==> run_1/pinout.png <==
Scale bar: 20 µm. Pins as bars across the die edge, other pins in gray.
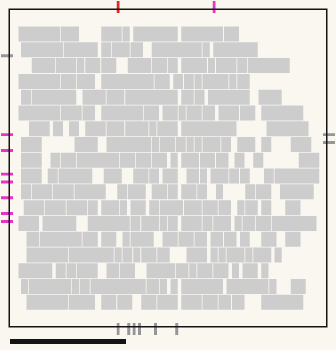
==> run_1/closeup.png <==
Scale bar: 5 µm. Window x 17 to 37, y 28 to 48 µm. Cells in gray, sequential cells in the stronger gray; small squares are vias.
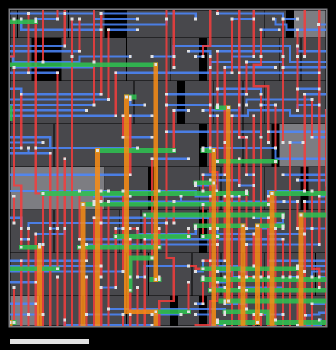
==> run_1/clock_nets.png <==
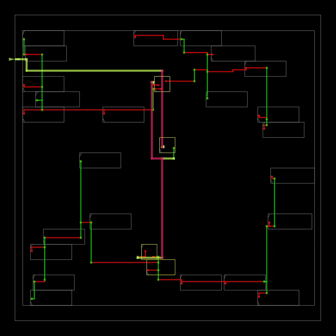
==> config.mk <==
export PLATFORM = sky130hd
export DESIGN_NAME = usb_fs_bit_tx
export DESIGN_NICKNAME = d
export VERILOG_FILES = /design/src/rtl/usb_fs_bit_tx.sv
export SDC_FILE = /design/constraint.sdc
export NUM_CORES = 1
export LEC_CHECK = 0
export CAP_MARGIN = 20
export CORE_UTILIZATION = 55
export DETAILED_ROUTE_END_ITERATION = 8
export GPL_ROUTABILITY_DRIVEN = 0
export HOLD_SLACK_MARGIN = 0.08
export PLACE_DENSITY = 0.88
export SLEW_MARGIN = 10
export SYNTH_ARGS = -nofsm -noshare
export SYNTH_HDL_FRONTEND = slang
export SYNTH_SLANG_ARGS = --single-unit
==> constraint.sdc <==
create_clock -name clk_48mhz -period 2.15 [get_ports clk_48mhz]
set_input_delay 0.5375 -clock clk_48mhz [delete_from_list [all_inputs] [get_ports clk_48mhz]]
set_output_delay 0.5375 -clock clk_48mhz [all_outputs]
set_load 0.02 [all_outputs]
==> results.yml, run 1 <==
# generated from flow reports
drt:
  viasPerCell: 6.88
  first_pass_iters: 7
  drc: 0
  drtIter0Drc: 165
  wl_per_cell_um: 20.8
  wl_mm: 5.20
  num_vias: 1720
  ant_nets: 0
status:
  violations: "negative setup slack"
  outcome: "complete, but fails checks"
min_path:
  hp-class: "reg2reg"
  hold_depth: 2
yosys:
  ff_type: "dfxtp_1"
  ys_async_sr_fraction: 0
  yosys.area.top_type: "dfxtp_1"
  ys_ff: 24
  top_cells_by_area: "dfxtp_1 32%, mux2i_1 5.3%, nand3_1 4.3%"
  synth_area_um2: 1510
  syn_inst: 181
  syn_area_per_cell_um2: 8.36
  synthDistinctLibCells: 51
  ys_cells: 181
  synth_nets: 198
  synth_warnings: 0
  top_cell_area_share: 0.317
  edf_count: 0
  yosys.stat.seqShare: 0.317
  synth-area-yosys_um2: 1510
critical_path:
  critical_path_class: "reg2reg"
  arrival_ns: 2.51
  endpoint_kind: "flip-flop"
  crit_path_start_kind: "flip-flop"
  rrSetupSlack_ns: -0.08
  r2r.worst_path.cells: 8
  crit_path_max_fanout: 6
  required_ns: 2.42
grt:
  grt_overflow: 0
  grt_usage: 0.307
  grt_pass1_vias: 1472
  antenna_found_initial: 0
  grt_start_max_net_pins: 19
  grt_pass1_wl_mm: 6.57
placement:
  place_ws_ns: -0.421
  place_hpwl_mm: 2.89
  dp_cells: 239
job:
  warnings: 28
  cap_violations: 0
die:
  design.core.area_um2: 2540
  initial_core_util: 0.595
  placementRows: 18
  die-area_um2: 2970
  io_pins: 18
clocking:
  clk_path_buf_depth: 2
  cts_buffers: 3
  holdBufCountCts: 0
  cts.sinks: 24
  cts_tree: "yes"
  cts_max_level: 1
  clk_pin_slew_worst_paths_ns: 0.14
  cts_root_buf: "clkbuf_4"
timing:
  drv_slew: 0
  period_needed_ns: 2.23
  clock.fmax_mhz: 448
  tightest_slew_ns: 0.498
  skew_ns: 0.00272
  post-route-period-util: 1.04
  slew_headroom: 0.666
  setup_ws_ns: -0.0824
  rsz0062_at_grt: "true"
  holdWs_ns: 0.486
  setup-violations-final: 10
  finalHoldViolations: 0
power:
  pwr_density_cell_nw_per_um2: 808
  p_leak_nw: 0.844
  ir_drop_mv: 0.709
final_layout:
  finalNonFillerCells: 250
  lay_top_cells: "29 x buf_4, 19 x dfxtp_1, 14 x clkdlybuf4s50_1"
  area_delta_synth_final_pct: 35.9
  largest_reg_flops: 7
  nNetsFinal: 238
  lay_top_count: "buf_4"
  drive_gt1_frac: 0.309
  diodes: 0
-- pinout.png (at the start) --
color	port	pins	direction	edge
red	reset	1	input	north
magenta	tx_data	8	input	7 west, 1 north
all pins by edge	8 west, 6 south, 2 north, 2 east
Die Y: 54.5 µm
input/output buffers: 17
die width: 54.5 µm

-- closeup.png (at the start) --
color	layer
green	M3
blue	M1
orange	M4
red	M2
most frequent	buf_4 (8), nand2_1 (7)
cells with their middle in the window	45
sequential cells in the window	1

-- clock_nets.png (at the start) --
Clock Latency Late Sink: 0.33 ns
# clk buffers: 4

run 1: per-layer routing:
layer | GRT usage | vias to the layer above | share of wire
li1 | - | 755 | -
met1 | 0.386 | 783 | 0.37
met2 | 0.502 | 140 | 0.48
met3 | 0.0361 | 42 | 0.096
met4 | 0.175 | 0 | 0.051
met5 | 0 | - | 0
run 1: cell type report:
cell class,count,area (µm²)
Tap cell,30,37.5
Fill cell,159,488
Multi-Input combinational cell,133,1050
Timing Repair Buffer,49,413
Clock buffer,4,36.3
Inverter,10,37.5
Sequential cell,24,487
run 1: per-stage QoR:
step | TNS, ns | util | total power, mW | cell area (µm²)
CTS | 0 | 0.758 | 1.51 | 1930
floorplan | 0 | - | 0.976 | 1550
global route | -0.986 | 0.808 | 1.72 | 2060
global placement | -3.94 | 0.727 | 1.19 | 1850
detailed placement | -5.18 | 0.727 | 1.22 | 1850
finish | -0.433 | 0.808 | 1.66 | 2060
run 1: synthesized netlist by cell type (all sizes together), types with 2 or more instances:
library cell	count
a211o	2
a21oi	10
a311oi	2
a31o	2
a31oi	5
and2	2
and3	4
buf	7
clkbuf	7
dfxtp	24
ha	5
inv	10
mux2i	8
nand2	15
nand3	13
nand4	2
nor2	11
nor2b	2
nor3	5
nor4	2
nor4b	2
o211ai	4
o21ai	8
o221ai	2
o41ai	7
or2	2
run 1: power by group:
group	total, mW	internal (mW)	switching (mW)
Clock	0.252	0.104	0.148
Sequential	0.535	0.493	0.0426
Combinational	0.875	0.368	0.507
Total	1.66	0.964	0.698
run 1: logic make-up (layout without fill, tap and decap cells):
family	after synthesis	after routing	synth area share
and+or+nand+nor	63	63	0.208
AOI/OAI and AO/OA	54	54	0.276
DFF	24	24	0.317
buffers and inverters	24	63	0.0851
muxes	9	9	0.0603
adders and majority gates	5	5	0.0413
xor gates and xnor gates	2	2	0.0116
run 1: critical path, cell delays in order, from the launching register on:
cell and delay (ns):
dfxtp_2 0.37, ha_4 0.16, ha_4 0.15, and2_4 0.17, buf_6 0.13, a311oi_4 0.40
o221ai_4 0.24, or3_1 0.43, a21oi_2 0.13
run 1: timing repair:
item / in CTS / in global routing
gates resized: 20 / 22
pin swaps: 2 / 8
setup buffers: 2 / 4
setup endpoints to repair: 11 / 15
gates cloned: 0 / 1
## Run 2: what changed since run 1
==> constraint.sdc (replaced) <==
create_clock -name clk_48mhz -period 2.15 [get_ports clk_48mhz]
set_input_delay 0.3225 -clock clk_48mhz [delete_from_list [all_inputs] [get_ports clk_48mhz]]
set_output_delay 0.3225 -clock clk_48mhz [all_outputs]
set_load 0.02 [all_outputs]
==> results.yml, run 2 <==
# generated from flow reports
final_layout:
  lay_top_count: "dfxtp_1"
  diodes: 0
  fillers: 168
  nNetsFinal: 230
  area_delta_synth_final_pct: 25.1
  largest_reg_flops: 7
  utilization: 0.744
critical_path:
  endpoint_kind: "flip-flop"
  required_ns: 2.42
  rrSetupSlack_ns: 0.04
  crit_path_max_fanout: 4
  r2r.worst_path.cells: 9
  crit_path_start_kind: "flip-flop"
  arrival_ns: 2.38
yosys:
  syn_area_per_cell_um2: 8.36
  edf_count: 0
  synth_nets: 198
  ys_ff: 24
  yosys.area.top_type: "dfxtp_1"
  top_cells_by_count: "24 x dfxtp_1, 15 x nand2_1, 13 x nand3_1"
  ff_type: "dfxtp_1"
  top_cell_area_share: 0.317
  synthDistinctLibCells: 51
  syn_inst: 181
  ys_cells: 181
  ys_async_sr_fraction: 0
grt:
  grt_pass1_wl_mm: 6.40
  grt_pass1_vias: 1456
  antenna_found_initial: 0
  grt_overflow: 0
timing:
  holdWs_ns: 0.495
  slew_headroom: 0.679
  period_needed_ns: 2.11
  drv_slew: 0
  setup_tns_ns: 0
  setup-violations-final: 0
  finalHoldViolations: 0
  post-route-period-util: 0.980
status:
  outcome: "finished clean"
clocking:
  clk_path_buf_depth: 2
  cts_buffers: 3
  holdBufCountCts: 0
  cts_tree: "yes"
  cts_root_buf: "clkbuf_4"
  cts_max_level: 1
  clk_pin_slew_worst_paths_ns: 0.12
die:
  initial_core_util: 0.595
  io_pins: 18
  die_w_um: 54.5
  placementRows: 18
  design.core.area_um2: 2540
power:
  p_leak_nw: 0.786
  pwr_density_cell_nw_per_um2: 787
drt:
  met2_length_mm: 2.16
  drc: 0
  drtIter0Drc: 81
  top_layer: "met4"
  first_pass_iters: 6
  wirelength_met1_mm: 1.61
  viasPerCell: 6.75
  ant_nets: 0
placement:
  place_hpwl_mm: 2.95
  io_buffers: 17
job:
  cap_violations: 0
min_path:
  hp-class: "reg2reg"
  hold_depth: 2
-- run 2: cell counts after synthesis --
Identical to the previous run, type by type.
-- run 2: area by class of cell --
cell class | instances | area, µm² | area share
Sequential cell | 24 | 482 | 0.254
Multi-Input combinational cell | 133 | 968 | 0.511
Tap cell | 30 | 37.5 | 0.0198
Timing Repair Buffer | 41 | 347 | 0.183
Inverter | 10 | 37.5 | 0.0198
Clock buffer | 3 | 22.5 | 0.0119
-- run 2: what timing repair did --
item,in CTS,in global routing
gates cloned,0,0
pin swaps,2,5
setup endpoints to repair,12,16
setup buffers,1,3
gates resized,12,14
-- run 2: critical path: stages, from the launching register on --
cell and delay, ns:
dfxtp_2 0.36, ha_2 0.18, ha_2 0.18, and2_4 0.17, buf_4 0.15, buf_4 0.15, a311o_1 0.39, buf_4 0.16
a21oi_1 0.13, o221a_2 0.19
-- run 2: logic make-up (layout without fill, tap and decap cells) --
group,count (synthesis),count (layout),synth area share
simple gates,63,63,0.208
compound gates,54,54,0.276
flops,24,24,0.317
buf+inv,24,54,0.0851
mux,9,9,0.0603
fa+ha+maj,5,5,0.0413
xor+xnor,2,2,0.0116
-- run 2: report_power, final --
| part | total, mW | internal (mW) | switching [mW] |
|---|---|---|---|
| clock | 0.197 | 0.0657 | 0.132 |
| combinational | 0.765 | 0.329 | 0.437 |
| sequential | 0.529 | 0.491 | 0.0381 |
| total | 1.49 | 0.885 | 0.606 |
-- run 2: metrics by stage --
stage	worst slack, ns	std cells	instance area [µm²]	total power [mW]
after floorplan	-0.136	181	1510	0.965
after global placement	-0.111	234	1780	1.16
after detailed placement	-0.126	234	1780	1.19
after CTS	0.00255	238	1830	1.41
after global routing	-0.0200	241	1890	1.55
final	0.0421	241	1890	1.49
-- run 2: layer usage --
| layer | GRT usage | vias to the layer above |
|---|---|---|
| met5 | 0 | - |
| met4 | 0.188 | 0 |
| met3 | 0.0389 | 37 |
| met2 | 0.537 | 107 |
| met1 | 0.354 | 744 |
| li1 | - | 738 |
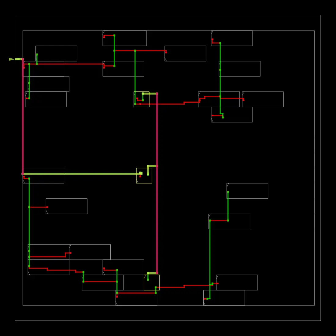
(run_2/clock_nets.png)
P_clk: 0.197 mW
Worst Skew: 0.00118 ns
Clock Latency Late Sink: 0.32 ns
clock sink count: 24

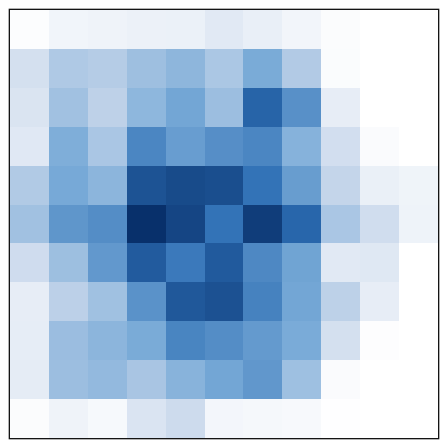
(run_2/route_heat.png)
The die is cut into 11 by 11 equal tiles; white is low, dark blue is high, scaled to the fullest tile. Values are wire area over tile area, all layers added.
tiles over half the peak	30%
nearly empty tiles	16%
fullest tile	0.77
densest ninth of the die	center
mean over tiles	0.26
Routed WL: 4.44 mm
WL/cell: 18.4 µm
DR vias: 1,626
All-Layer GR Usage: 0.308

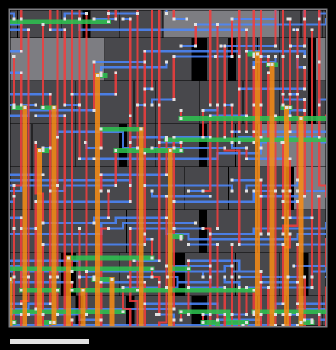
(run_2/closeup.png)
Scale bar: 5 µm. Window x 17 to 37, y 28 to 48 µm. Cells in gray, sequential cells in the stronger gray; small squares are vias.
color	layer
red	M2
orange	M4
green	M3
blue	M1
sequential cells in the window	3
most frequent	buf_4 (11), nand2_1 (7)
cells with their middle in the window	52

No activity file was given, so power comes from the tool's default toggle rates.
